File: config.mk
export PLATFORM = sky130hd
export DESIGN_NAME = seq_det_sched
export DESIGN_NICKNAME = d
export VERILOG_FILES = /design/src/rtl/seq_det_pkg.sv /design/src/rtl/seq_det_core.sv /design/src/rtl/seq_det_sched.sv
export SDC_FILE = /design/constraint.sdc
export NUM_CORES = 1
export LEC_CHECK = 0
export ABC_AREA = 1
export ABC_CLOCK_PERIOD_IN_PS = 2400
export CAP_MARGIN = 20
export CORE_ASPECT_RATIO = 2
export CORE_MARGIN = 1
export CORE_UTILIZATION = 40
export CTS_CLUSTER_DIAMETER = 80
export CTS_CLUSTER_SIZE = 14
export DETAILED_ROUTE_END_ITERATION = 16
export PLACE_DENSITY = 0.67
export SYNTH_ARGS = -nofsm -noshare
export SYNTH_HDL_FRONTEND = slang
export SYNTH_HIERARCHICAL = 1
export SYNTH_SLANG_ARGS = --single-unit
File: constraint.sdc
create_clock -name clk -period 2.4 [get_ports clk]
set_clock_uncertainty 0.1 [all_clocks]
set_input_delay 0.36 -clock clk [delete_from_list [all_inputs] [get_ports clk]]
set_output_delay 0.36 -clock clk [all_outputs]
set_load 0.02 [all_outputs]
File: src/rtl/seq_det_pkg.sv
// Shared types for the time-shared "001" detector scheduler.
package seq_det_pkg;
    typedef enum logic [1:0] {S0 = 2'd0, S1 = 2'd1, S2 = 2'd2} det_state_e;
    typedef enum logic [1:0] {IDLE, LOAD, RUN, SAVE} sched_state_e;
    localparam int CNT_W = 8;
endpackage

File: src/rtl/seq_det_core.sv
// Combinational "001" detector step, shared by every lane through the scheduler.
module seq_det_core
    import seq_det_pkg::*;
(
    input  det_state_e state_i,
    input  logic       bit_i,
    output det_state_e next_o,
    output logic       hit_o
);
    always_comb begin
        next_o = S0;
        hit_o  = 1'b0;
        case (state_i)
            S0: next_o = bit_i ? S0 : S1;
            S1: next_o = bit_i ? S0 : S2;
            S2: begin
                next_o = bit_i ? S0 : S2;
                hit_o  = bit_i;
            end
            default: next_o = S0;
        endcase
    end
endmodule

File: src/rtl/seq_det_sched.sv
// Round-robin scheduler sharing one "001" detector across LANES serial lanes.
// Optional per-lane saturating detect counters: define SEQ_SCHED_CNT_EN.
module seq_det_sched
    import seq_det_pkg::*;
#(
    parameter int LANES  = 4,
    parameter int WINDOW = 4
) (
    input  logic                       clk,
    input  logic                       rst,
    input  logic [LANES-1:0]           req,
    input  logic [LANES-1:0]           inp,
    output logic [LANES-1:0]           gnt,
    output logic                       det,
    output logic [$clog2(LANES)-1:0]   det_lane,
    output logic                       busy
`ifdef SEQ_SCHED_CNT_EN
    ,
    input  logic [$clog2(LANES)-1:0]   cnt_sel,
    output logic [CNT_W-1:0]           cnt_out
`endif
);
    localparam int LW = $clog2(LANES);
    localparam int CW = $clog2(WINDOW + 1);

    sched_state_e   state_q;
    logic [LW-1:0]  cur_q, last_q, base, pick;
    det_state_e     ctx_q [LANES];
    det_state_e     work_q, work_d;
    logic [CW-1:0]  wcnt_q;
    logic [LANES-1:0] gnt_q;
    logic           det_q, busy_q, hit;
    logic [LW-1:0]  det_lane_q;

    seq_det_core u_core (
        .state_i(work_q),
        .bit_i  (inp[cur_q]),
        .next_o (work_d),
        .hit_o  (hit)
    );

    // In SAVE the lane being retired becomes "last" this edge, so search from it.
    // Scanning from the far end lets the nearest requester win; base itself is last resort.
    always_comb begin
        base = (state_q == SAVE) ? cur_q : last_q;
        pick = base;
        for (int k = LANES; k >= 1; k--) begin
            if (req[(int'(base) + k) % LANES]) pick = LW'((int'(base) + k) % LANES);
        end
    end

    always_ff @(posedge clk or negedge rst) begin
        if (!rst) begin
            state_q    <= IDLE;
            cur_q      <= '0;
            last_q     <= LW'(LANES - 1);
            work_q     <= S0;
            wcnt_q     <= '0;
            for (int i = 0; i < LANES; i++) ctx_q[i] <= S0;
            gnt_q      <= '0;
            det_q      <= 1'b0;
            det_lane_q <= '0;
            busy_q     <= 1'b0;
        end else begin
            det_q <= 1'b0;
            case (state_q)
                IDLE: if (|req) begin
                    cur_q   <= pick;
                    state_q <= LOAD;
                    busy_q  <= 1'b1;
                end
                LOAD: begin
                    work_q  <= ctx_q[cur_q];
                    wcnt_q  <= '0;
                    gnt_q   <= LANES'(1) << cur_q;
                    state_q <= RUN;
                end
                RUN: if (req[cur_q]) begin
                    work_q <= work_d;
                    wcnt_q <= wcnt_q + 1'b1;
                    if (hit) begin
                        det_q      <= 1'b1;
                        det_lane_q <= cur_q;
                    end
                    if (wcnt_q == CW'(WINDOW - 1)) begin
                        gnt_q   <= '0;
                        state_q <= SAVE;
                    end
                end else begin
                    gnt_q   <= '0;
                    state_q <= SAVE;
                end
                SAVE: begin
                    ctx_q[cur_q] <= work_q;
                    last_q       <= cur_q;
                    if (|req) begin
                        cur_q   <= pick;
                        state_q <= LOAD;
                    end else begin
                        state_q <= IDLE;
                        busy_q  <= 1'b0;
                    end
                end
                default: state_q <= IDLE;
            endcase
        end
    end

    assign gnt      = gnt_q;
    assign det      = det_q;
    assign det_lane = det_lane_q;
    assign busy     = busy_q;

`ifdef SEQ_SCHED_CNT_EN
    logic [CNT_W-1:0] dcnt_q [LANES];

    always_ff @(posedge clk or negedge rst) begin
        if (!rst) begin
            for (int i = 0; i < LANES; i++) dcnt_q[i] <= '0;
        end else if (det_q && (dcnt_q[det_lane_q] != '1)) begin
            dcnt_q[det_lane_q] <= dcnt_q[det_lane_q] + 1'b1;
        end
    end

    assign cnt_out = dcnt_q[cnt_sel];
`endif
endmodule

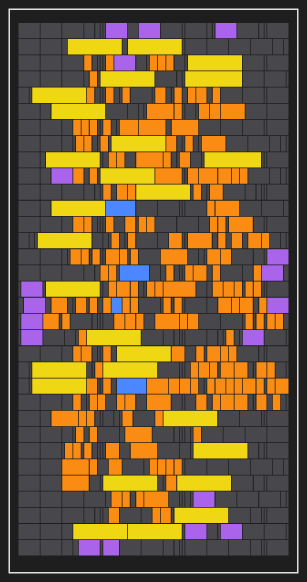
Fig. 1. Placed cells, one color a class (run 1).
Fill, decap, tap and diode cells in gray.
[orange] remaining logic cells | cells: 194 | share of their area: 53%
[blue] clock drivers and dummy loads | cells: 4 | share of their area: 2.4%
[yellow] registers | cells: 27 | share of their area: 35%
[purple] remaining buffers and delay cells | cells: 18 | share of their area: 9.3%
placement row count: 33
Core Region: 4090 um^2
sequential share of cell area: 0.342
final core utilization: 0.485
post-route standard cell area excluding fillers: 1980 um^2

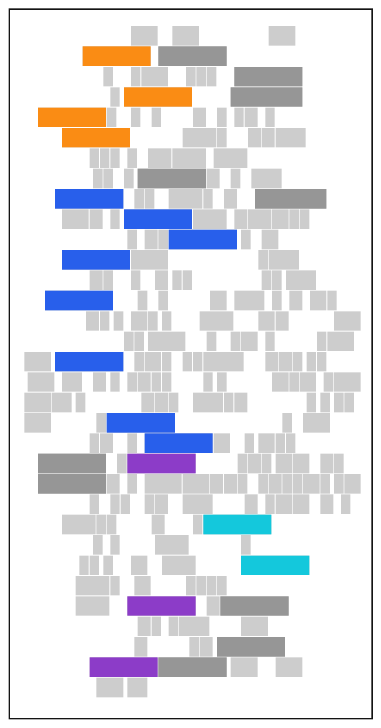
Fig. 2. Sequential cells colored by netlist name (run 1).
Other sequential cells in the stronger gray, the rest of the logic in the fainter gray.
[purple] wcnt_q | sequential cells: 3
[orange] gnt | sequential cells: 4 | where: top left
[blue] ctx_q | sequential cells: 8
[cyan] cur_q | sequential cells: 2
sequential cell power: 0.769 mW
area taken by flip-flops and latches: 678 um^2

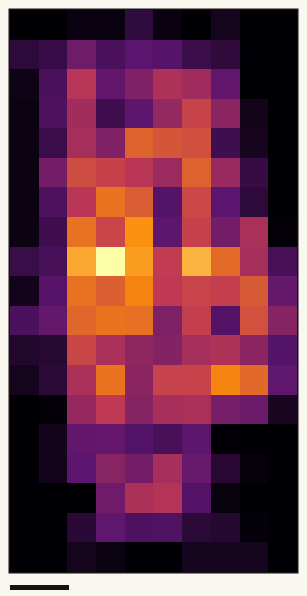
Fig. 3. Signal metal coverage by tile (run 1).
Bar = 10 um. The die is cut into 10 by 19 equal tiles; black is low, pale yellow is high, scaled to the fullest tile. Values are wire area over tile area, all layers added.
densest ninth of the die: middle
tiles over half the peak: 21%
mean over tiles: 0.12
nearly empty tiles: 20%
DR vias: 1452
gr usage total: 0.178
average wire per standard cell: 12.3 um
Detailed Route WL: 3.62 mm

==> summary.log, run 1 <==
qor: sta.timing.final.ws_setup 0.312 ns
qor: drt.ant_nets 0
qor: power_and_ir_drop.share_comb_of_total_power 0.612
qor: finish.nClkBuffers 3
qor: power_and_ir_drop.p_clk 0.260 mW
qor: critical_path.ff2ff_path_depth 12
qor: finish.num-nets-final 264
qor: synth.netlist.top_cell.by_instances nand2_1
qor: finish.final.fill_count 402
qor: drt.drt_iter0_markers 34
qor: power_and_ir_drop.p_per_area 1340 nW/um^2
qor: place.place.detailed.instances 291
qor: synth.ys_cells 223
qor: finish.layout.nonclk_buf_frac 0.0897
qor: sta.timing.final.hold_violations 0
qor: floorplan.io_pins 18
qor: synth.post_synth_main_logic_family simple AND/OR/NAND/NOR gates
qor: floorplan.fp_util 0.419
qor: synth.post_synth_inst_count 223
qor: synth.synthesized_area_fraction_occupied_by_adder_cells 0.0730
qor: drt.route.top_layer_used met4
qor: global_route.grt_busiest_layer met2
qor: cts.cts_made_buffers 3
qor: synth.synth.cells.most_frequent 82 x nand2_1, 27 x inv_1, 25 x dfrtp_1
qor: power_and_ir_drop.p_int 1.31 mW
qor: drt.detailroute.wirelength.met3 62 um
qor: cts.ctsRootBufferMaster clkbuf_8
qor: synth.synth.area.top_cells dfrtp_1 36%, nand2_1 18%, ha_1 7.3%
qor: place.portBuffers 17
qor: floorplan.die_area 4570 um^2
qor: synth.synth_async_sr_flop_share 1.00
qor: critical_path.critPathRequiredTime 2.47 ns
qor: critical_path.crit_path_frequent_cell nand2_1
qor: outcome.run_status completed
qor: power_and_ir_drop.p_total 2.65 mW
qor: drt.route.detailed.drc 0
qor: sta.finalSetupViolCount 0
qor: power_and_ir_drop.clock_power_share 0.098
qor: synth.netlist_area 1710 um^2
qor: synth.postSynthAreaPerCell 7.69 um^2
qor: finish.largest_reg_flops 8
qor: critical_path.critical_path.n_buffers_inverters 1
qor: floorplan.dieWidth 48.3 um
qor: power_and_ir_drop.switchingPower 1.34 mW
qor: place.dp_hpwl 2.86 mm
qor: sta.finalMaxSlewViolations 0
qor: synth.synth_sequential_area_ratio 0.396
qor: power_and_ir_drop.worst_supply_voltage_drop_on_vdd 820 uV
qor: synth.edf_count 0
qor: cts.worstSkewPairLatency 0.28 ns
qor: sta.min_period 2.09 ns
qor: flow_run.openroad.warnings 32
qor: power_and_ir_drop.sequentialPowerShare 0.290
qor: finish.mostFrequentLayoutCell nand2_1
qor: finish.clock_cell_area_share 0.0234
qor: worst_hold_path.hp-class in2async
qor: sta.unrepaired_setup_endpoints_after_global_routing false
qor: finish.multi_input_comb_area 900 um^2
qor: floorplan.n_tap_cell 52
qor: cts.max-clock-path-buffers 2
qor: synth.floorplan.nets 243
qor: power_and_ir_drop.pleak 1.01 nW
qor: drt.route.detailed.vias_per_inst 4.92
qor: sta.total_neg_setup_slack 0 ns
qor: global_route.grt.met2_usage 0.307
qor: power_and_ir_drop.combinational_cell_power 1.62 mW
qor: synth.ys_sh_simple 0.357
qor: finish.nonClockBufferCount 18
qor: global_route.grt.met1_usage 0.207
qor: synth.synthMuxAreaShare 0
qor: sta.finalCritPeriodShare 0.870
qor: critical_path.startpoint_class flip-flop
qor: synth.yosys.area_share.xor_xnor 0
qor: synth.synthDominantAreaCellType dfrtp_1
qor: global_route.grt_pass1_vias 1311
qor: critical_path.instance_count_on_the_critical_path 12
qor: cts.cts.htree.levels 1
qor: finish.largestClassByArea combinational gates
qor: cts.numClockSinks 27
qor: power_and_ir_drop.p_sw_frac 0.504
qor: cts.cts.reportedPaths.clkPinSlew 0.09 ns
qor: finish.largest-register ctx_q
qor: critical_path.timing.critical_path.to_type flip-flop
qor: critical_path.worstPathMaxFanout 10
qor: critical_path.reg2reg_to cur_q[1]
==> run 2, diff against run 1 <==
--- a/config.mk
+++ b/config.mk
@@ -9,13 +9,10 @@
 export ABC_CLOCK_PERIOD_IN_PS = 2400
 export CAP_MARGIN = 20
 export CORE_ASPECT_RATIO = 2
-export CORE_MARGIN = 1
 export CORE_UTILIZATION = 40
 export CTS_CLUSTER_DIAMETER = 80
 export CTS_CLUSTER_SIZE = 14
 export DETAILED_ROUTE_END_ITERATION = 16
-export PLACE_DENSITY = 0.67
 export SYNTH_ARGS = -nofsm -noshare
 export SYNTH_HDL_FRONTEND = slang
-export SYNTH_HIERARCHICAL = 1
 export SYNTH_SLANG_ARGS = --single-unit
==> summary.log, run 2 <==
qor: power_and_ir_drop.switchingPower 1.27 mW [was 1.34 mW]
qor: cts.max-clock-path-buffers 2 [unchanged]
qor: critical_path.worstPathMaxFanout 7 [was 10]
qor: synth.synthFlopType dfrtp_1 [unchanged]
qor: synth.postSynthAreaPerCell 7.57 um^2 [was 7.69 um^2]
qor: global_route.grt_pass1_vias 1377 [was 1311]
qor: synth.synth.ff_latch_count 27 [unchanged]
qor: worst_hold_path.hp-class in2async [unchanged]
qor: critical_path.cp-endpoint cur_q[0] [was cur_q[1]]
qor: synth.floorplan.nets 224 [was 243]
qor: sta.min_period 1.94 ns [was 2.09 ns]
qor: synth.post_synth_main_logic_family simple AND/OR/NAND/NOR gates [unchanged]
qor: synth.yosys.area_share.xor_xnor 0 [unchanged]
qor: sta.fmax 515 MHz [was 479 MHz]
qor: sta.timing.final.hold_violations 0 [unchanged]
qor: finish.largest-register ctx_q [unchanged]
qor: sta.finalSetupViolCount 0 [unchanged]
qor: finish.diodes 0 [unchanged]
qor: floorplan.n_tap_cell 49 [was 52]
qor: global_route.grt_busiest_layer met2 [unchanged]
qor: synth.synthesized_area_fraction_occupied_by_adder_cells 0.0810 [was 0.0730]
qor: place.placed_cell_area 1780 um^2 [was 1930 um^2]
qor: place.finalWeightedCongestion 0.836 [was 0.838]
qor: floorplan.io_pins 18 [unchanged]
qor: cts.numClockSinks 27 [unchanged]
qor: place.dpl_worst_slack 0.497 ns [was 0.327 ns]
qor: cts.cts.htree.levels 1 [unchanged]
qor: drt.route.detailed.drc 0 [unchanged]
qor: power_and_ir_drop.share_comb_of_total_power 0.582 [was 0.612]
qor: critical_path.reg2reg_to cur_q[0] [was cur_q[1]]
qor: critical_path.timing.critical_path.to_type flip-flop [unchanged]
qor: critical_path.crit_chain ha_1 > inv_2 > nand2_1 > nand2_1 > nand2_1 > nand2_1 > nand3_1 > nand2_1 > inv_1 > a21oi_1 > o21ai_1 [was ha_1 > nand2_2 > nand2_4 > nand2_1 > nand2_2 > inv_1 > nand2_1 > nand3_1 > nand2_1 > nand3_1 > nand3_1 > nand2_1]
qor: critical_path.ff2ff_path_depth 11 [was 12]
qor: sta.max_slew_margin 0.712 [was 0.674]
qor: finish.final.signal_inverter_count 28 [was 29]
qor: sta.final.hold.worst_slack 0.334 ns [was 0.346 ns]
qor: power_and_ir_drop.p_per_area 1410 nW/um^2 [was 1340 nW/um^2]
qor: synth.aoi_share 0.132 [was 0.0949]
qor: drt.route.top_layer_used met4 [unchanged]
qor: global_route.grt.met1_usage 0.225 [was 0.207]
qor: critical_path.critical_path.n_buffers_inverters 2 [was 1]
qor: synth.post_synth_inst_count 204 [was 223]
qor: floorplan.dieWidth 46.0 um [was 48.3 um]
qor: drt.drt_iter0_markers 14 [was 34]
qor: finish.mostFrequentLayoutCell nand2_1 [unchanged]
qor: finish.clock_cell_area_share 0.0253 [was 0.0234]
qor: drt.detailroute.wirelength.met3 57 um [was 62 um]
qor: power_and_ir_drop.p_sw_frac 0.491 [was 0.504]
qor: finish.lay_top_cells 68 x nand2_1, 25 x inv_1, 25 x dfrtp_1, 17 x clkdlybuf4s50_1, 14 x o21ai_0 [was 82 x nand2_1, 27 x inv_1, 25 x dfrtp_1, 17 x clkdlybuf4s50_1]
qor: place.dp_hpwl 2.88 mm [was 2.86 mm]
qor: flow_run.openroad.warnings 32 [unchanged]
qor: drt.detail_route.wirelength.met1 1.43 mm [was 1.46 mm]
qor: critical_path.startpoint_class flip-flop [unchanged]
qor: power_and_ir_drop.pleak 0.913 nW [was 1.01 nW]
qor: synth.ys.warnings.count 0 [was 6]
qor: power_and_ir_drop.clock_power_share 0.105 [was 0.098]
qor: finish.nClkBuffers 3 [unchanged]
qor: floorplan.die_area 4130 um^2 [was 4570 um^2]
qor: sta.worst-slew-pin-transition 0.431 ns [was 0.489 ns]
qor: finish.layout.nonclk_buf_frac 0.101 [was 0.0897]
qor: cts.cts_post_setup_buffers_inserted 0 [unchanged]
qor: synth.netlist.top_cell.by_instances nand2_1 [unchanged]
qor: sta.total_neg_setup_slack 0 ns [unchanged]
qor: global_route.grt_start_max_net_pins 28 [unchanged]
qor: critical_path.crit_slowest_cell dfrtp_1 [was ha_1]
qor: finish.combAreaFraction 0.411 [was 0.454]
qor: power_and_ir_drop.sequentialPowerShare 0.313 [was 0.290]
qor: drt.ant_nets 0 [unchanged]
qor: cts.ctsRootBufferMaster clkbuf_8 [unchanged]
qor: sta.timing.final.ws_setup 0.457 ns [was 0.312 ns]
qor: finish.layoutNonFillerInstCount 275 [was 295]
qor: finish.multi_input_comb_area 751 um^2 [was 900 um^2]
qor: finish.num-nets-final 247 [was 264]
qor: synth.synth_sequential_area_ratio 0.439 [was 0.396]
qor: outcome.run_status completed [unchanged]
qor: critical_path.crit_path_frequent_cell nand2_1 [unchanged]
qor: global_route.gr-usage-met3 0.0241 [was 0.0210]
qor: finish.synth_to_final_area_change 18.2% [was 15.5%]
qor: global_route.total_grt_overflow 0 [unchanged]
qor: floorplan.floorplan.die.height 89.9 um [was 94.6 um]
qor: power_and_ir_drop.combinational_cell_power 1.50 mW [was 1.62 mW]
qor: synth.netlist_area 1550 um^2 [was 1710 um^2]
qor: cts.cts_made_buffers 3 [unchanged]
qor: finish.largestClassByArea combinational gates [unchanged]
qor: cts.cts.reportedPaths.clkPinSlew 0.10 ns [was 0.09 ns]
qor: cts.post_cts.resized_instances 0 [unchanged]
qor: critical_path.worst-r2r-setup-slack 0.46 ns [was 0.31 ns]
qor: synth.synthMuxAreaShare 0 [unchanged]
qor: synth.synthDominantAreaCellType dfrtp_1 [unchanged]
qor: synth.edf_count 0 [unchanged]
qor: sta.unrepaired_setup_endpoints_after_global_routing false [unchanged]
qor: synth.post-synth-top-area-fraction 0.405 [was 0.365]
qor: critical_path.critical-path-max-stage-delay 0.43 ns [was 0.49 ns]
qor: synth.synth_chip_area 1550 um^2 [was 1710 um^2]
qor: power_and_ir_drop.p_clk 0.271 mW [was 0.260 mW]
qor: global_route.grt.met2_usage 0.365 [was 0.307]
qor: sta.finalMaxSlewViolations 0 [unchanged]
qor: cts.worstSkewPairLatency 0.29 ns [was 0.28 ns]
qor: floorplan.fp_util 0.424 [was 0.419]
qor: critical_path.timing.critical_path.max_delay_family simple AND/OR/NAND/NOR gates [unchanged]
qor: synth.synth.area.top_cells dfrtp_1 40%, nand2_1 17%, ha_1 8.1% [was dfrtp_1 36%, nand2_1 18%, ha_1 7.3%]
qor: critical_path.cp-startpoint state_q[0] [unchanged]
qor: drt.first_pass_iters 4 [unchanged]
qor: place.place.detailed.instances 271 [was 291]
qor: finish.largest_reg_flops 8 [unchanged]
qor: drt.route.detailed.vias_per_inst 4.86 [was 4.92]
qor: synth.yosysUniqueCellTypes 21 [was 24]
qor: drt.met2RoutedLength 2.12 mm [was 2.01 mm]
qor: global_route.grt_pass1_wl 6.07 mm [was 5.79 mm]
qor: finish.sequential_cell_area 678 um^2 [unchanged]
qor: flow_run.max_cap_violations 0 [unchanged]
qor: power_and_ir_drop.worst_supply_voltage_drop_on_vdd 680 uV [was 820 uV]
qor: critical_path.crit_type reg2reg [unchanged]
qor: cts.cts-hold-fix-buffers 0 [unchanged]
qor: cts.cts_tree built [unchanged]
qor: sta.finalCritPeriodShare 0.810 [was 0.870]
qor: power_and_ir_drop.p_total 2.58 mW [was 2.65 mW]
qor: synth.ys_sh_simple 0.273 [was 0.357]
qor: critical_path.critPathRequiredTime 2.47 ns [about the same]
qor: finish.nonClockBufferCount 19 [was 18]
qor: critical_path.instance_count_on_the_critical_path 11 [was 12]
qor: finish.final.fill_count 401 [was 402]
qor: finish.drive_gt1_frac 0.0885 [was 0.152]
qor: power_and_ir_drop.p_int 1.32 mW [was 1.31 mW]
qor: finish.num-multi-input-gates 148 [was 165]
qor: synth.ys_cells 204 [was 223]
qor: critical_path.reg2reg_from state_q[0] [unchanged]
qor: place.portBuffers 17 [unchanged]
qor: synth.synth_async_sr_flop_share 1.00 [unchanged]
qor: finish.n_sequential_cell 27 [unchanged]
qor: synth.synth.cells.most_frequent 68 x nand2_1, 25 x dfrtp_1, 25 x inv_1 [was 82 x nand2_1, 27 x inv_1, 25 x dfrtp_1]
qor: global_route.number_of_antenna_violations_at_the_first_check_in_global_routing 0 [unchanged]
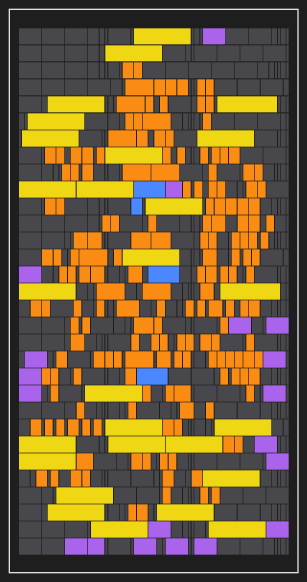
Fig. 4. Placed cells, one color a class (run 2).
Fill, decap, tap and diode cells in gray.
[purple] remaining buffers and delay cells | cells: 19 | share of their area: 10%
[blue] clock drivers and dummy loads | cells: 4 | share of their area: 2.6%
[yellow] registers | cells: 27 | share of their area: 38%
[orange] remaining logic cells | cells: 176 | share of their area: 48%
sequential share of cell area: 0.371
Core Region: 3650 um^2
final core utilization: 0.501
placement row count: 31
post-route standard cell area excluding fillers: 1830 um^2

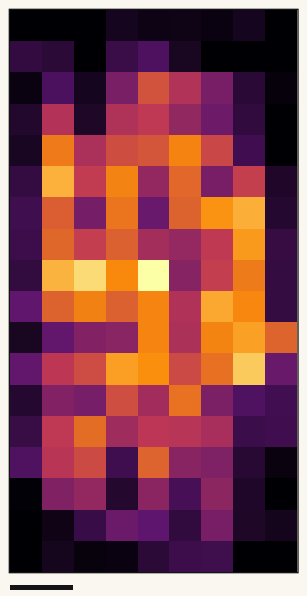
Fig. 5. Signal metal coverage by tile (run 2).
Bar = 10 um. The die is cut into 9 by 18 equal tiles; black is low, pale yellow is high, scaled to the fullest tile. Values are wire area over tile area, all layers added.
nearly empty tiles: 11%
mean over tiles: 0.14
tiles over half the peak: 31%
emptiest ninth of the die: top right
gr usage total: 0.203
DR vias: 1336
Detailed Route WL: 3.69 mm
average wire per standard cell: 13.4 um

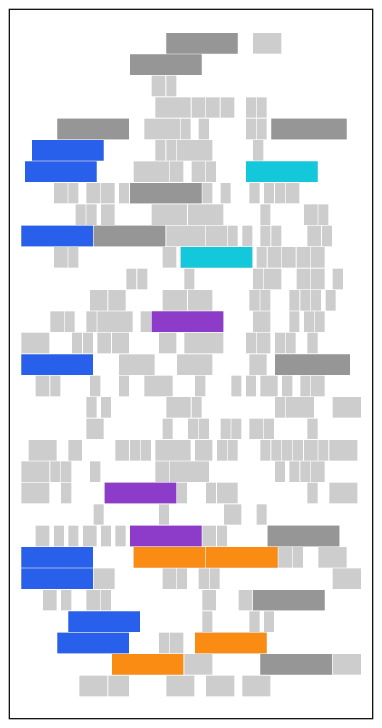
Fig. 6. Sequential cells colored by netlist name (run 2).
Other sequential cells in the stronger gray, the rest of the logic in the fainter gray.
[purple] wcnt_q | sequential cells: 3
[orange] gnt | sequential cells: 4 | where: bottom middle
[blue] ctx_q | sequential cells: 8
[cyan] cur_q | sequential cells: 2
sequential cell power: 0.809 mW

==> run 3, diff against run 2 <==
--- a/config.mk
+++ b/config.mk
@@ -6,7 +6,7 @@
 export NUM_CORES = 1
 export LEC_CHECK = 0
 export ABC_AREA = 1
-export ABC_CLOCK_PERIOD_IN_PS = 2400
+export ABC_CLOCK_PERIOD_IN_PS = 1750
 export CAP_MARGIN = 20
 export CORE_ASPECT_RATIO = 2
 export CORE_UTILIZATION = 40
==> constraint.sdc (replaced) <==
create_clock -name clk -period 1.75 [get_ports clk]
set_clock_uncertainty 0.1 [all_clocks]
set_input_delay 0.2625 -clock clk [delete_from_list [all_inputs] [get_ports clk]]
set_output_delay 0.2625 -clock clk [all_outputs]
set_load 0.02 [all_outputs]
==> summary.log, run 3 <==
qor: outcome.run_status completed [unchanged]
qor: synth.synth.cells.most_frequent 68 x nand2_1, 25 x dfrtp_1, 25 x inv_1 [unchanged]
qor: sta.finalSetupViolCount 0 [unchanged]
qor: finish.layout.nonclk_buf_frac 0.152 [was 0.101]
qor: critical_path.critical_path.n_buffers_inverters 1 [was 2]
qor: drt.route.detailed.drc 0 [unchanged]
qor: critical_path.timing.critical_path.max_delay_family simple AND/OR/NAND/NOR gates [unchanged]
qor: sta.finalCritPeriodShare 0.981 [was 0.810]
qor: finish.num-multi-input-gates 148 [unchanged]
qor: drt.route.top_layer_used met4 [unchanged]
qor: flow_run.max_cap_violations 0 [unchanged]
qor: global_route.grt_pass1_vias 1469 [was 1377]
qor: cts.cts_tree built [unchanged]
qor: synth.synthDominantAreaCellType dfrtp_1 [unchanged]
qor: cts.max-clock-path-buffers 2 [unchanged]
qor: critical_path.worst-r2r-setup-slack 0.03 ns [was 0.46 ns]
qor: sta.final.hold.worst_slack 0.255 ns [was 0.334 ns]
qor: critical_path.crit_path_frequent_cell nand2_1 [unchanged]
qor: power_and_ir_drop.switchingPower 2.02 mW [was 1.27 mW]
qor: global_route.grt_pass1_wl 6.33 mm [was 6.07 mm]
qor: power_and_ir_drop.p_clk 0.359 mW [was 0.271 mW]
qor: power_and_ir_drop.p_int 2.30 mW [was 1.32 mW]
qor: floorplan.fp-row-count 31 [unchanged]
qor: finish.clock_cell_area_share 0.0225 [was 0.0253]
qor: critical_path.instance_count_on_the_critical_path 12 [was 11]
qor: place.dp_hpwl 2.98 mm [was 2.88 mm]
qor: global_route.number_of_antenna_violations_at_the_first_check_in_global_routing 0 [unchanged]
qor: power_and_ir_drop.combinational_cell_power 2.84 mW [was 1.50 mW]
qor: worst_hold_path.hp-class in2async [unchanged]
qor: synth.netlist_area 1550 um^2 [unchanged]
qor: place.placed_cell_area 1880 um^2 [was 1780 um^2]
qor: synth.edf_count 0 [unchanged]
qor: floorplan.floorplan.die.height 89.9 um [unchanged]
qor: sta.finalMaxSlewViolations 0 [unchanged]
qor: finish.largest-register ctx_q [unchanged]
qor: drt.ant_nets 0 [unchanged]
qor: finish.multi_input_comb_area 851 um^2 [was 751 um^2]
qor: sta.unrepaired_setup_endpoints_after_global_routing true [was false]
qor: place.finalWeightedCongestion 0.827 [was 0.836]
qor: floorplan.die_area 4130 um^2 [unchanged]
qor: cts.cts_made_buffers 3 [unchanged]
qor: power_and_ir_drop.p_total 4.32 mW [was 2.58 mW]
qor: finish.combAreaFraction 0.413 [was 0.411]
qor: cts.ctsRootBufferMaster clkbuf_8 [unchanged]
qor: synth.netlist.top_cell.by_instances nand2_1 [unchanged]
qor: global_route.gr-usage-met3 0.0241 [unchanged]
qor: flow_run.openroad.warnings 33 [was 32]
qor: finish.num-nets-final 264 [was 247]
qor: critical_path.cp-startpoint state_q[1] [was state_q[0]]
qor: drt.first_pass_iters 4 [unchanged]
qor: critical_path.ff2ff_path_depth 12 [was 11]
qor: critical_path.cp-endpoint cur_q[1] [was cur_q[0]]
qor: drt.detailroute.wirelength.met3 49 um [was 57 um]
qor: finish.final.fill_count 367 [was 401]
qor: power_and_ir_drop.p_sw_frac 0.468 [was 0.491]
qor: sta.timing.final.ws_setup 0.0336 ns [was 0.457 ns]
qor: critical_path.startpoint_class flip-flop [unchanged]
qor: finish.lay_top_cells 62 x nand2_1, 25 x dfrtp_1, 21 x inv_1, 19 x buf_4, 17 x clkdlybuf4s50_1 [was 68 x nand2_1, 25 x inv_1, 25 x dfrtp_1, 17 x clkdlybuf4s50_1, 14 x o21ai_0]
qor: power_and_ir_drop.pleak 1.00 nW [was 0.913 nW]
qor: cts.numClockSinks 27 [unchanged]
qor: finish.sequential_share_of_cell_area 0.329 [was 0.371]
qor: synth.yosysUniqueCellTypes 21 [unchanged]
qor: global_route.grt_busiest_layer met2 [unchanged]
qor: critical_path.crit_slowest_cell dfrtp_1 [unchanged]
qor: finish.diodes 0 [unchanged]
qor: global_route.grt_start_max_net_pins 28 [unchanged]
qor: finish.synth_to_final_area_change 33.4% [was 18.2%]
qor: drt.met2RoutedLength 2.26 mm [was 2.12 mm]
qor: finish.drive_gt1_frac 0.239 [was 0.0885]
qor: global_route.grt.met1_usage 0.209 [was 0.225]
qor: synth.synth_chip_area 1550 um^2 [unchanged]
qor: global_route.total_grt_overflow 0 [unchanged]
qor: synth.synthFlopType dfrtp_1 [unchanged]
qor: finish.nClkBuffers 3 [unchanged]
qor: place.dpl_worst_slack -0.0766 ns [was 0.497 ns]
qor: power_and_ir_drop.clock_power_share 0.083 [was 0.105]
qor: sta.worst-slew-pin-transition 0.350 ns [was 0.431 ns]
qor: synth.synth.area.top_cells dfrtp_1 40%, nand2_1 17%, ha_1 8.1% [unchanged]
qor: synth.post_synth_inst_count 204 [unchanged]
qor: finish.nonClockBufferCount 36 [was 19]
qor: sta.total_neg_setup_slack 0 ns [unchanged]
qor: power_and_ir_drop.p_per_area 2100 nW/um^2 [was 1410 nW/um^2]
qor: sta.max_slew_margin 0.766 [was 0.712]
qor: synth.aoi_share 0.132 [unchanged]
qor: floorplan.dieWidth 46.0 um [unchanged]
qor: finish.sequential_cell_area 678 um^2 [unchanged]
qor: synth.synthMuxAreaShare 0 [unchanged]
qor: synth.post_synth_main_logic_family simple AND/OR/NAND/NOR gates [unchanged]
qor: critical_path.critical-path-max-stage-delay 0.44 ns [was 0.43 ns]
qor: floorplan.fp.coreArea 3650 um^2 [unchanged]
qor: synth.post-synth-top-area-fraction 0.405 [unchanged]
qor: finish.post-route-cell-area 2060 um^2 [was 1830 um^2]
qor: synth.ys.warnings.count 0 [unchanged]
qor: critical_path.critPathRequiredTime 1.86 ns [was 2.47 ns]
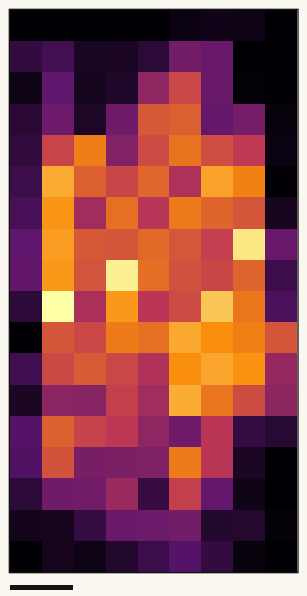
Fig. 7. Signal metal coverage by tile (run 3).
Bar = 10 um. The die is cut into 9 by 18 equal tiles; black is low, pale yellow is high, scaled to the fullest tile. Values are wire area over tile area, all layers added.
fullest tile: 0.40
densest ninth of the die: middle
tiles over half the peak: 39%
average wire per standard cell: 13.4 um
DR vias: 1413
Detailed Route WL: 3.92 mm
gr usage total: 0.211

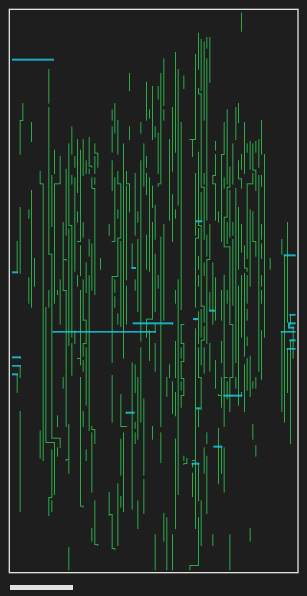
Fig. 8. Signal wires by layer (run 3).
Bar = 10 um. Only two layers are drawn.
[green] M2 | wire length: 2260 um
[cyan] M3 | wire length: 49.2 um

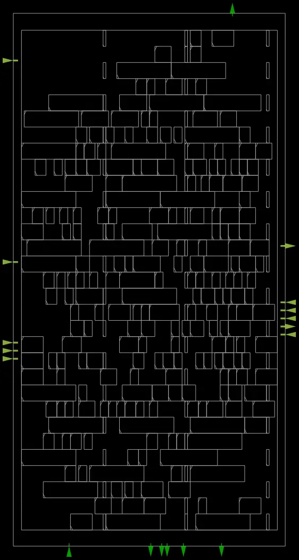
Fig. 9. Cell placement (run 3).
number of flip-flops and latches: 27
number of tap cells inserted: 49
final core utilization: 0.565
number of cells in the finished layout apart from fillers: 292

Power and IR drop assume default switching activity.
